### src/rtl/voice_scheduler_pkg.sv
// Shared definitions for the voice scheduler: per-voice states,
// stereo codes and default parameter values.
package voice_scheduler_pkg;

  typedef enum logic [1:0] {
    VS_IDLE    = 2'd0,
    VS_ACTIVE  = 2'd1,
    VS_RELEASE = 2'd2
  } vs_state_e;

  localparam logic [1:0] ST_MUTE = 2'b00;
  localparam logic [1:0] ST_R    = 2'b01;
  localparam logic [1:0] ST_L    = 2'b10;
  localparam logic [1:0] ST_LR   = 2'b11;

  localparam int unsigned DEF_NUM_VOICES    = 3;
  localparam int unsigned DEF_NOTE_W        = 7;
  localparam int unsigned DEF_RELEASE_TICKS = 4800;
  localparam int unsigned DEF_AGE_W         = 8;

endpackage

### src/rtl/voice_scheduler_if.sv
// Request / voice bus between the note sequencer, the voice scheduler
// and the tone generators / stereo conditioner.
interface voice_scheduler_if #(
  parameter int unsigned NUM_VOICES = 3,
  parameter int unsigned NOTE_W     = 7
);
  logic                         sample_tick_in;
  logic                         req_valid_in;
  logic                         req_ready_out;
  logic                         req_on_in;
  logic [NOTE_W-1:0]            req_note_in;
  logic [1:0]                   req_pan_in;
  logic [NUM_VOICES*NOTE_W-1:0] voice_note_out;
  logic [2*NUM_VOICES-1:0]      voice_stereo_out;
  logic [NUM_VOICES-1:0]        voice_active_out;
  logic                         steal_pulse_out;

  modport master (
    output sample_tick_in, req_valid_in, req_on_in, req_note_in, req_pan_in,
    input  req_ready_out, voice_note_out, voice_stereo_out, voice_active_out,
           steal_pulse_out
  );

  modport slave (
    input  sample_tick_in, req_valid_in, req_on_in, req_note_in, req_pan_in,
    output req_ready_out, voice_note_out, voice_stereo_out, voice_active_out,
           steal_pulse_out
  );
endinterface

### src/rtl/voice_scheduler_slot.sv
// One voice slot: IDLE/ACTIVE/RELEASE state, note, pan, release counter
// and saturating age. Loads from the request always beat the sample tick.
module voice_slot
  import voice_scheduler_pkg::*;
#(
  parameter int unsigned NOTE_W        = DEF_NOTE_W,
  parameter int unsigned AGE_W         = DEF_AGE_W,
  parameter int unsigned RELEASE_TICKS = DEF_RELEASE_TICKS
) (
  input  logic              clk_in,
  input  logic              rst_in,
  input  logic              load_on,
  input  logic              load_off,
  input  logic              age_inc,
  input  logic              tick,
  input  logic [NOTE_W-1:0] note_in,
  input  logic [1:0]        pan_in,
  output vs_state_e         state,
  output logic [NOTE_W-1:0] note,
  output logic [1:0]        pan,
  output logic [AGE_W-1:0]  age
);
  localparam int unsigned      CNT_W    = $clog2(RELEASE_TICKS + 1);
  localparam logic [CNT_W-1:0] CNT_LOAD = CNT_W'(RELEASE_TICKS);

  vs_state_e        state_nxt;
  logic [CNT_W-1:0] cnt;
  logic             expire;

  assign expire = (state == VS_RELEASE) && tick && (cnt == CNT_W'(1)) &&
                  !load_on && !load_off;

  // Next-state: request loads first, then release expiry.
  always_comb begin
    state_nxt = state;
    if (load_on)       state_nxt = VS_ACTIVE;
    else if (load_off) state_nxt = VS_RELEASE;
    else if (expire)   state_nxt = VS_IDLE;
  end

  // State register.
  always_ff @(posedge clk_in) begin
    if (rst_in) state <= VS_IDLE;
    else        state <= state_nxt;
  end

  // Note/pan/counter/age; freeing a voice clears its note and pan to mute.
  always_ff @(posedge clk_in) begin
    if (rst_in) begin
      note <= '0;
      pan  <= ST_MUTE;
      cnt  <= '0;
      age  <= '0;
    end else if (load_on) begin
      note <= note_in;
      pan  <= pan_in;
      age  <= '0;
    end else if (load_off) begin
      cnt <= CNT_LOAD;
    end else if (expire) begin
      note <= '0;
      pan  <= ST_MUTE;
      cnt  <= '0;
      age  <= '0;
    end else begin
      if ((state == VS_RELEASE) && tick) cnt <= cnt - 1'b1;
      if (age_inc && (age != '1))        age <= age + 1'b1;
    end
  end
endmodule

### src/rtl/voice_scheduler.sv
// Voice scheduler top: note-on/off allocation onto NUM_VOICES slots,
// retrigger on matching note, optional voice stealing.
// Build option: define VOICE_STEAL_EN to steal the oldest voice when full
// (RELEASE preferred); otherwise a note-on stalls until a voice frees.
module voice_scheduler
  import voice_scheduler_pkg::*;
#(
  parameter int unsigned NUM_VOICES    = DEF_NUM_VOICES,
  parameter int unsigned NOTE_W        = DEF_NOTE_W,
  parameter int unsigned RELEASE_TICKS = DEF_RELEASE_TICKS,
  parameter int unsigned AGE_W         = DEF_AGE_W
) (
  input  logic          clk_in,
  input  logic          rst_in,
  voice_scheduler_if.slave bus
);
  localparam int unsigned IDX_W = (NUM_VOICES > 1) ? $clog2(NUM_VOICES) : 1;

  vs_state_e         state_q [NUM_VOICES];
  logic [NOTE_W-1:0] note_q  [NUM_VOICES];
  logic [1:0]        pan_q   [NUM_VOICES];
  logic [AGE_W-1:0]  age_q   [NUM_VOICES];

  logic [NUM_VOICES-1:0] occupied, match_occ, match_act;
  logic [NUM_VOICES-1:0] load_on, load_off, age_inc;
  logic [IDX_W-1:0]      match_idx, idle_idx, off_idx, steal_idx, target_idx;
  logic                  found_match, found_idle, found_off;
  logic [AGE_W:0]        best_key, key;
  logic                  ready, accept, steal_q;

  // Per-voice occupancy and note comparison against the request.
  always_comb begin
    occupied  = '0;
    match_occ = '0;
    match_act = '0;
    for (int unsigned i = 0; i < NUM_VOICES; i++) begin
      occupied[i]  = (state_q[i] != VS_IDLE);
      match_occ[i] = occupied[i] && (note_q[i] == bus.req_note_in);
      match_act[i] = (state_q[i] == VS_ACTIVE) && (note_q[i] == bus.req_note_in);
    end
  end

  // Lowest-index searches for retrigger, free slot and note-off target.
  always_comb begin
    match_idx   = '0;
    idle_idx    = '0;
    off_idx     = '0;
    found_match = 1'b0;
    found_idle  = 1'b0;
    found_off   = 1'b0;
    for (int unsigned i = 0; i < NUM_VOICES; i++) begin
      if (!found_match && match_occ[i]) begin
        found_match = 1'b1;
        match_idx   = IDX_W'(i);
      end
      if (!found_idle && !occupied[i]) begin
        found_idle = 1'b1;
        idle_idx   = IDX_W'(i);
      end
      if (!found_off && match_act[i]) begin
        found_off = 1'b1;
        off_idx   = IDX_W'(i);
      end
    end
  end

  // Steal victim: key {in RELEASE, age}; strict compare keeps the lowest index on ties.
  always_comb begin
    steal_idx = '0;
    key       = '0;
    best_key  = {state_q[0] == VS_RELEASE, age_q[0]};
    for (int unsigned i = 1; i < NUM_VOICES; i++) begin
      key = {state_q[i] == VS_RELEASE, age_q[i]};
      if (key > best_key) begin
        best_key  = key;
        steal_idx = IDX_W'(i);
      end
    end
  end

  assign target_idx = found_match ? match_idx : (found_idle ? idle_idx : steal_idx);

`ifdef VOICE_STEAL_EN
  assign ready = !rst_in;
`else
  assign ready = !rst_in &&
                 !(bus.req_valid_in && bus.req_on_in && !found_idle && !found_match);
`endif

  assign accept = bus.req_valid_in && ready;

  // Per-voice load/age strobes for the accepted request.
  always_comb begin
    load_on  = '0;
    load_off = '0;
    age_inc  = '0;
    for (int unsigned i = 0; i < NUM_VOICES; i++) begin
      if (accept && bus.req_on_in) begin
        if (target_idx == IDX_W'(i)) load_on[i] = 1'b1;
        else if (occupied[i])        age_inc[i] = 1'b1;
      end
      if (accept && !bus.req_on_in && found_off && (off_idx == IDX_W'(i)))
        load_off[i] = 1'b1;
    end
  end

  for (genvar g = 0; g < NUM_VOICES; g++) begin : g_voice
    voice_slot #(
      .NOTE_W       (NOTE_W),
      .AGE_W        (AGE_W),
      .RELEASE_TICKS(RELEASE_TICKS)
    ) u_slot (
      .clk_in  (clk_in),
      .rst_in  (rst_in),
      .load_on (load_on[g]),
      .load_off(load_off[g]),
      .age_inc (age_inc[g]),
      .tick    (bus.sample_tick_in),
      .note_in (bus.req_note_in),
      .pan_in  (bus.req_pan_in),
      .state   (state_q[g]),
      .note    (note_q[g]),
      .pan     (pan_q[g]),
      .age     (age_q[g])
    );
  end

`ifdef VOICE_STEAL_EN
  // One-cycle pulse whenever a note-on had to take an occupied voice.
  always_ff @(posedge clk_in) begin
    if (rst_in) steal_q <= 1'b0;
    else        steal_q <= accept && bus.req_on_in && !found_match && !found_idle;
  end
`else
  assign steal_q = 1'b0;
`endif

  logic [NUM_VOICES*NOTE_W-1:0] note_bus;
  logic [2*NUM_VOICES-1:0]      stereo_bus;
  logic [NUM_VOICES-1:0]        active_bus;

  // Pack per-voice registers onto the output buses, voice 0 in the LSBs.
  always_comb begin
    note_bus   = '0;
    stereo_bus = '0;
    active_bus = '0;
    for (int unsigned i = 0; i < NUM_VOICES; i++) begin
      note_bus[i*NOTE_W +: NOTE_W] = note_q[i];
      stereo_bus[2*i +: 2]         = pan_q[i];
      active_bus[i]                = occupied[i];
    end
  end

  assign bus.req_ready_out    = ready;
  assign bus.voice_note_out   = note_bus;
  assign bus.voice_stereo_out = stereo_bus;
  assign bus.voice_active_out = active_bus;
  assign bus.steal_pulse_out  = steal_q;
endmodule

### src/flat_wrapper.sv
// flat-port wrapper written by rule: the top's interface ports become plain ports
module voice_scheduler_flat import voice_scheduler_pkg::*;
#(
  parameter int unsigned NUM_VOICES    = DEF_NUM_VOICES,
  parameter int unsigned NOTE_W        = DEF_NOTE_W,
  parameter int unsigned RELEASE_TICKS = DEF_RELEASE_TICKS,
  parameter int unsigned AGE_W         = DEF_AGE_W
)
  (clk_in, rst_in, bus_sample_tick_in, bus_req_valid_in, bus_req_on_in, bus_req_note_in, bus_req_pan_in, bus_req_ready_out, bus_voice_note_out, bus_voice_stereo_out, bus_voice_active_out, bus_steal_pulse_out);
  voice_scheduler_if #(.NUM_VOICES(NUM_VOICES), .NOTE_W(NOTE_W)) bus_i ();
  input  logic clk_in;
  input  logic rst_in;
  input wire logic [$bits(bus_i.sample_tick_in)-1:0] bus_sample_tick_in;
  input wire logic [$bits(bus_i.req_valid_in)-1:0] bus_req_valid_in;
  input wire logic [$bits(bus_i.req_on_in)-1:0] bus_req_on_in;
  input wire logic [$bits(bus_i.req_note_in)-1:0] bus_req_note_in;
  input wire logic [$bits(bus_i.req_pan_in)-1:0] bus_req_pan_in;
  output wire logic [$bits(bus_i.req_ready_out)-1:0] bus_req_ready_out;
  output wire logic [$bits(bus_i.voice_note_out)-1:0] bus_voice_note_out;
  output wire logic [$bits(bus_i.voice_stereo_out)-1:0] bus_voice_stereo_out;
  output wire logic [$bits(bus_i.voice_active_out)-1:0] bus_voice_active_out;
  output wire logic [$bits(bus_i.steal_pulse_out)-1:0] bus_steal_pulse_out;
  assign bus_i.sample_tick_in = bus_sample_tick_in;
  assign bus_i.req_valid_in = bus_req_valid_in;
  assign bus_i.req_on_in = bus_req_on_in;
  assign bus_i.req_note_in = bus_req_note_in;
  assign bus_i.req_pan_in = bus_req_pan_in;
  assign bus_req_ready_out = bus_i.req_ready_out;
  assign bus_voice_note_out = bus_i.voice_note_out;
  assign bus_voice_stereo_out = bus_i.voice_stereo_out;
  assign bus_voice_active_out = bus_i.voice_active_out;
  assign bus_steal_pulse_out = bus_i.steal_pulse_out;
  voice_scheduler #(.NUM_VOICES(NUM_VOICES), .NOTE_W(NOTE_W), .RELEASE_TICKS(RELEASE_TICKS), .AGE_W(AGE_W)) u_core (.clk_in(clk_in), .rst_in(rst_in), .bus(bus_i));
endmodule
### config.mk
export PLATFORM = sky130hd
export DESIGN_NAME = voice_scheduler_flat
export DESIGN_NICKNAME = d
export VERILOG_FILES = /design/src/rtl/voice_scheduler_pkg.sv /design/src/rtl/voice_scheduler_if.sv /design/src/rtl/voice_scheduler_slot.sv /design/src/rtl/voice_scheduler.sv /design/src/flat_wrapper.sv
export SDC_FILE = /design/constraint.sdc
export NUM_CORES = 1
export LEC_CHECK = 0
export CAP_MARGIN = 20
export CORE_ASPECT_RATIO = 0.75
export CORE_MARGIN = 2
export CORE_UTILIZATION = 45
export CTS_BUF_LIST = sky130_fd_sc_hd__clkbuf_8
export DETAILED_ROUTE_END_ITERATION = 8
export HOLD_SLACK_MARGIN = 0.1
export PLACE_DENSITY = 0.63
export SYNTH_ARGS = -nofsm -noshare
export SYNTH_HDL_FRONTEND = slang
export SYNTH_SLANG_ARGS = --single-unit
### constraint.sdc
create_clock -name clk_in -period 4.8 [get_ports clk_in]
set_input_delay 1.2 -clock clk_in [delete_from_list [all_inputs] [get_ports clk_in]]
set_output_delay 1.2 -clock clk_in [all_outputs]
set_load 0.01 [all_outputs]
run_1/drive_strength.png
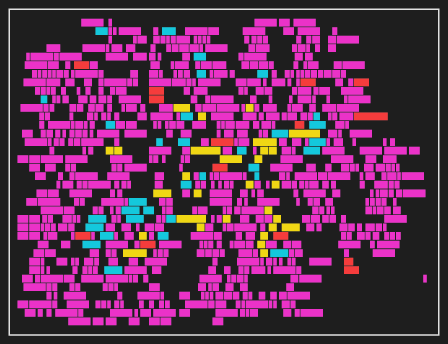
legend:
  drive 3 to 4:
    color: yellow
    cells: 29
  drive 6 and up:
    color: red
    cells: 14
  drive 2:
    color: cyan
    cells: 32
  drive 1 or less:
    color: magenta
    cells: 683
P&R area growth vs syn: 13.3%
Final Cell Area: 0.00670 sq mm
Final WS setup: 0.207 ns
Non-clock buffers: 63

run_1/cell_classes.png
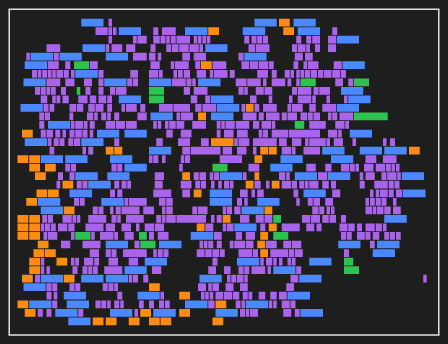
legend:
  clock drivers and dummy loads:
    color: green
    cells: 16
    share_of_their_area: 3.1%
  other buffers and delay cells:
    color: orange
    cells: 63
    share_of_their_area: 9.1%
  flip-flops:
    color: blue
    cells: 96
    share_of_their_area: 30%
  all other logic:
    color: purple
    cells: 583
    share_of_their_area: 58%
core area: 0.0129 sq mm
Std-Cell Rows: 36
sequential share of cell area: 28.7%
Final Core Density: 51.8%

run_1/density.png
The die is cut into 14 by 10 equal tiles; black is low, pale yellow is high, 0 to 100% covered.
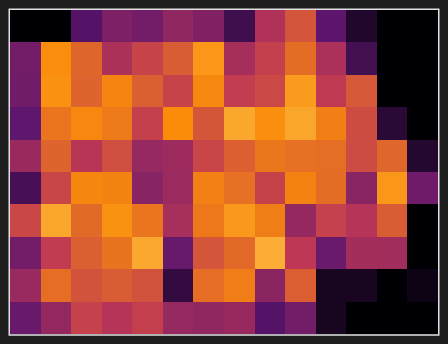
fullest tile: 82%
tiles over 75% full: 9.3%
nearly empty tiles: 11%
mean over tiles: 46%
densest ninth of the die: center
emptiest ninth of the die: south-east
Init Core Util: 45.7%

==> flow_summary_export.csv, run 1 <==
group,metric,value,unit
yosys,ys_chip_area,0.00591,sq mm
power_and_ir_drop,powerDensity,220,mW/mm^2
outcome,status,"finished clean",
routing,wl_met2,7.04,mm
clock_network,cts_root_buf,"clkbuf_8",
critical_path,slowest_stage,"clkdlybuf4s50_1",
critical_path,crit_fanout,6,
routing,firstDrtPassIters,4,
routing,drt_wl_total,15.5,mm
sta,drv_slew,0,
yosys,syn_inst,723,
critical_path,crit_required,3.60,ns
routing,vias,5489,
job,openroad.warnings,29,
clock_network,clk_latency,0.39,ns
yosys,edf_count,0,
critical_path,cp_cell_sequence,"clkdlybuf4s50_1 -> xnor2_1 -> nand4_1 -> nor2_1 -> a21oi_1 -> a21oi_1 -> clkdlybuf4s50_1",
job,maxCapViolCount,0,
power_and_ir_drop,power_leakage,2.42,nW
cells_and_area,diodes,0,
clock_network,cts_buffers,9,
routing,met1_length,7.33,mm
sta,hold_viol,0,
die,die_w,136,um
routing,dr_wl_met3,1.06,mm
cells_and_area,final_nets,794,
-- run 1: worst reg2reg max path, cell delays in order (launching register included) --
cell and delay, ns:
dfxtp_1 0.46, inv_1 0.08, ha_1 0.29, nor2b_1 0.14
o21a_1 0.16, o21a_1 0.19, o21ai_1 0.22, buf_4 0.24
mux2i_1 0.27, ha_1 0.28, nor2b_1 0.14, o21a_1 0.16
o21ai_0 0.20, a21oi_2 0.14, o311ai_4 0.38, a211oi_4 0.18
buf_4 0.27, or4_1 0.51, a21oi_1 0.16
-- run 1: cell usage after synthesis, drive strengths merged, types with 4 or more instances --
master	n	share of area, %
xor2	7	1.2
clkbuf	19	1.2
nor2	48	3.1
nor3	19	1.9
nand3b	7	0.89
a211oi	7	1.1
buf	25	2.9
xnor2	26	4.6
mux2i	8	1.4
or4	14	1.8
nand3	65	5.7
ha	27	5.7
and3	4	0.42
nor4	14	1.8
o21a	5	0.76
inv	32	2.0
nand2	71	4.5
dfxtp	96	33
nand4	12	1.4
and2	6	0.63
o31ai	17	2.2
a21oi	84	7.2
nor2b	4	0.42
or3	11	1.2
a2111oi	5	1.5
a31oi	7	0.74
a211o	4	0.61
o21ai	25	2.3
o41ai	5	0.74
-- run 1: timing repair --
item	in CTS	in global routing
hold buffers	0	0
setup endpoints to repair	0	53
setup buffers	0	4
gates resized	0	4
-- run 1: sequential cells by signal (all words and copies together), names as in the netlist --
signal,flops
u_core.g_voice.u_slot.age,24
u_core.g_voice.u_slot.pan,6
u_core.g_voice.u_slot.state,6
u_core.g_voice.u_slot.note,21
u_core.g_voice.u_slot.cnt,39
-- run 1: report_power, final --
part           total, W  switching (W)  internal, W
combinational  0.000102      0.0000615    0.0000404
sequential     0.000803     0.00000382     0.000800
clock          0.000569       0.000311     0.000257
total           0.00147       0.000377      0.00110
-- run 1: worst paths after layout --
check                                                                   from                                            to  slack (ns)  depth (start not counted)
worst min register to register  u_core.g_voice[1].u_slot.pan[1]$_SDFFE_PP0P_  u_core.g_voice[1].u_slot.pan[1]$_SDFFE_PP0P_        0.47                          2
worst min-delay path            u_core.g_voice[1].u_slot.pan[1]$_SDFFE_PP0P_  u_core.g_voice[1].u_slot.pan[1]$_SDFFE_PP0P_        0.47                          2
worst max-delay path                                      bus_req_note_in[5]                             bus_req_ready_out        0.21                          7
worst max register to register  u_core.g_voice[0].u_slot.age[1]$_SDFFE_PP0P_  u_core.g_voice[0].u_slot.cnt[8]$_SDFFE_PP0P_        0.28                         18
-- run 1: cell type report --
cell class	instances	area, sq um	share of cell area, %
Sequential cell	96	1920	28.7
Clock inverter	6	66.3	0.990
Inverter	33	124	1.85
Multi-Input combinational cell	550	3640	54.4
Clock buffer	10	138	2.05
Timing Repair Buffer	63	591	8.82
Tap cell	171	214	3.19
-- run 1: per-stage QoR --
step           hold WS (ns)  cells  setup slack [ns]
2_1_floorplan         0.444    723             0.616
3_3_place_gp          0.455    909             0.247
3_5_place_dp          0.462    909            0.0997
4_1_cts               0.476    925            0.0841
5_1_grt               0.503    929            0.0142
6_report              0.470    929             0.207
run_1/registers.png
Other sequential cells in the stronger gray, the rest of the logic in the fainter gray.
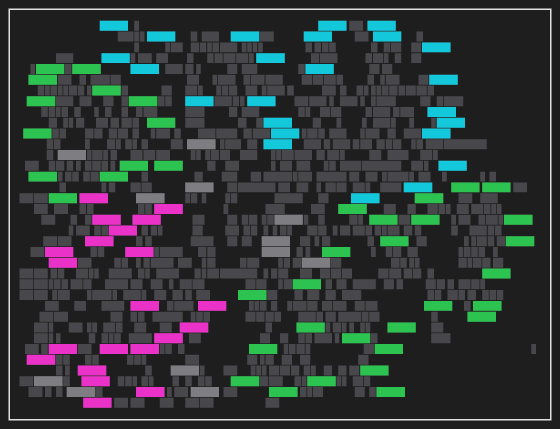

--- run 2 (diff from run 1) ---
==> constraint.sdc (replaced) <==
create_clock -name clk_in -period 4.9 [get_ports clk_in]
set_input_delay 1.225 -clock clk_in [delete_from_list [all_inputs] [get_ports clk_in]]
set_output_delay 1.225 -clock clk_in [all_outputs]
set_load 0.01 [all_outputs]
run_2/registers.png
Other sequential cells in the stronger gray, the rest of the logic in the fainter gray.
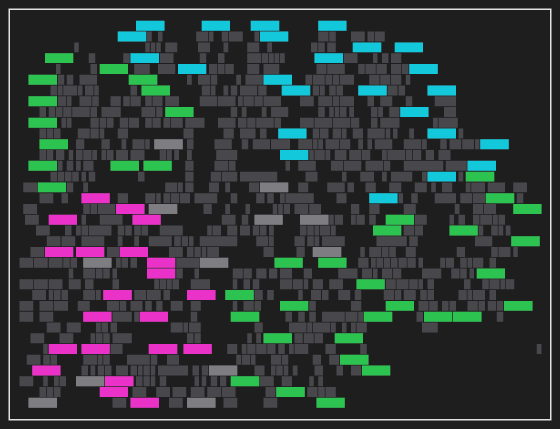
legend:
  u_core.g_voice.u_slot.cnt:
    color: green
    sequential_cells: 39
    where: widely spread
  u_core.g_voice.u_slot.note:
    color: magenta
    sequential_cells: 21
  u_core.g_voice.u_slot.age:
    color: cyan
    sequential_cells: 24
Seq power: 0.000787 W
Storage cell area: 0.00192 sq mm
sequential share of cell area: 29.0%
Final Core Density: 51.3%

==> run 2 against run 1 <==
Compared with the run above:
- first-iteration DRC count is 6.1% higher
- via count is 0.62% higher
- hold slack better by 0.0068 ns
- non-clock buffer count is 5 lower
- global-route usage is 0.74 points higher
- die size stayed put
- sequential power is 2% lower
- cell count is 0.54% lower
- setup slack worse by 0.0045 ns
- core utilization is 0.48 points lower
==> flow_summary_export.csv, run 2 <==
group,metric,value,unit
clock_network,cts-hold-fix-buffers,0,
yosys,edf_count,0,
sta,hold_viol,0,
clock_network,cts_buffers,9,
die,die_w,136,um
cells_and_area,final_nets,789,
cells_and_area,diodes,0,
power_and_ir_drop,power_leakage,2.38,nW
critical_path,r2r_cells,18,
yosys,syn_inst,723,
clock_network,clk_latency,0.39,ns
yosys,synthTopCellsByCount,"dfxtp_1 (96), a21oi_1 (83), nand2_1 (71), nand3_1 (63), nor2_1 (47)",
critical_path,slowest_stage,"clkdlybuf4s50_1",
job,openroad.warnings,29,
yosys,ys_chip_area,0.00591,sq mm
power_and_ir_drop,powerDensity,212,mW/mm^2
cells_and_area,design_area,0.00664,sq mm
sta,drv_slew,0,
yosys,yosysMostFrequentCell,"dfxtp_1",
critical_path,r2r_slack,0.37,ns
routing,firstDrtPassIters,5,
critical_path,crit_required,3.67,ns
cells_and_area,largest_register_ffs,39,
die,core_area,0.0129,sq mm
die,row_count,36,
cells_and_area,top_regs,"u_core.g_voice.u_slot.cnt x39, u_core.g_voice.u_slot.age x24, u_core.g_voice.u_slot.note x21",
routing,vias,5523,
cells_and_area,instances_no_fill,924,
outcome,status,"finished clean",
yosys,top_cell_area_share,32.5,%
routing,drt_wl_total,15.9,mm
yosys,netlist.top_cell.by_area,"dfxtp_1",
critical_path,crit_fanout,6,
critical_path,rr_endpoint,"u_core.g_voice[0].u_slot.cnt[8]$_SDFFE_PP0P_",
critical_path,regToRegStartpoint,"u_core.g_voice[0].u_slot.age[1]$_SDFFE_PP0P_",
die,fp_util,45.7,%
hold_path,hp-start,"u_core.g_voice[1].u_slot.pan[1]$_SDFFE_PP0P_",
critical_path,cp_cell_sequence,"clkdlybuf4s50_1 -> xnor2_1 -> nand4_1 -> nor2_1 -> a21oi_1 -> a21oi_1 -> clkdlybuf4s50_1",
sta,hold_slack,0.477,ns
## run 2: cell count changes in the layout (fill, tap and decap cells not counted), sizes merged
cell / previous run / this run
inv: 35 / 34
clkinv: 1 / 3
bufinv: 1 / 0
buf: 20 / 15
## run 2: area by class of cell
| type | count | area [sq um] |
|---|---|---|
| clock buffer | 10 | 138 |
| clock inverter | 6 | 52.6 |
| fill | 1204 | 6290 |
| inverter | 33 | 124 |
| multi-input combinational | 550 | 3650 |
| sequential | 96 | 1920 |
| tap | 171 | 214 |
| timing repair buffer | 58 | 541 |
## run 2: cells by family (layout without fill, tap and decap cells)
group | after synthesis | in the layout | synth area share (%)
compound gates | 184 | 184 | 21.6
xor+xnor | 33 | 33 | 5.78
fa+ha+maj | 27 | 27 | 5.71
buf+inv | 77 | 107 | 6.24
flops | 96 | 96 | 32.5
mux | 10 | 10 | 1.74
other cells | 1 | 1 | 0.0634
simple gates | 295 | 295 | 26.4
## run 2: how the worst max path moves through the flow
stage / start / to / slack (ns)
4_1_cts: u_core.g_voice[0].u_slot.age[1]$_SDFFE_PP0P_ / u_core.g_voice[0].u_slot.age[5]$_SDFFE_PP0P_ / 0.12
3_5_place_dp: u_core.g_voice[0].u_slot.age[1]$_SDFFE_PP0P_ / u_core.g_voice[0].u_slot.age[2]$_SDFFE_PP0P_ / 0.14
6_report: bus_req_note_in[4] / bus_req_ready_out / 0.20
5_1_grt: u_core.g_voice[1].u_slot.state[1]$_SDFFE_PP0P_ / u_core.g_voice[0].u_slot.cnt[10]$_SDFFE_PP0P_ / 0.02
3_3_place_gp: bus_req_note_in[4] / bus_req_ready_out / 0.22
2_1_floorplan: u_core.g_voice[0].u_slot.age[1]$_SDFFE_PP0P_ / u_core.g_voice[1].u_slot.cnt[4]$_SDFFE_PP0P_ / 0.72
## run 2: repair_timing
action	in CTS	in global routing
setup endpoints to repair	0	43
gates resized	0	5
setup buffers	0	1
## run 2: routing by layer
metal	track usage (%)	share of wire [%]	up-vias
met5	0	0	-
met4	6.81	1.4	0
met3	5.26	6.7	19
met2	37.5	45	203
met1	32.4	47	2616
li1	-	-	2685
## run 2: where the power goes
group / internal [W] / switching, W / total [W]
clock network: 0.000206 / 0.000317 / 0.000523
registers: 0.000783 / 0.00000347 / 0.000787
logic: 0.0000369 / 0.0000602 / 0.0000971
## run 2: metrics by stage
step,util [%],setup slack (ns)
floorplan,-,0.716
global placement,49.6,0.215
detailed placement,49.6,0.141
CTS,51.1,0.123
global route,51.3,0.0241
finish,51.3,0.203
## run 2: critical path: cells and delay by family
kind	cells	cell delay (ns)
AOI/OAI and AO/OA	2	0.44
xor gates and xnor gates	1	0.17
buffers and inverters	2	1.27
and+or+nand+nor	2	0.37
Power figures rest on the tool's default switching activity, not on a simulated workload.
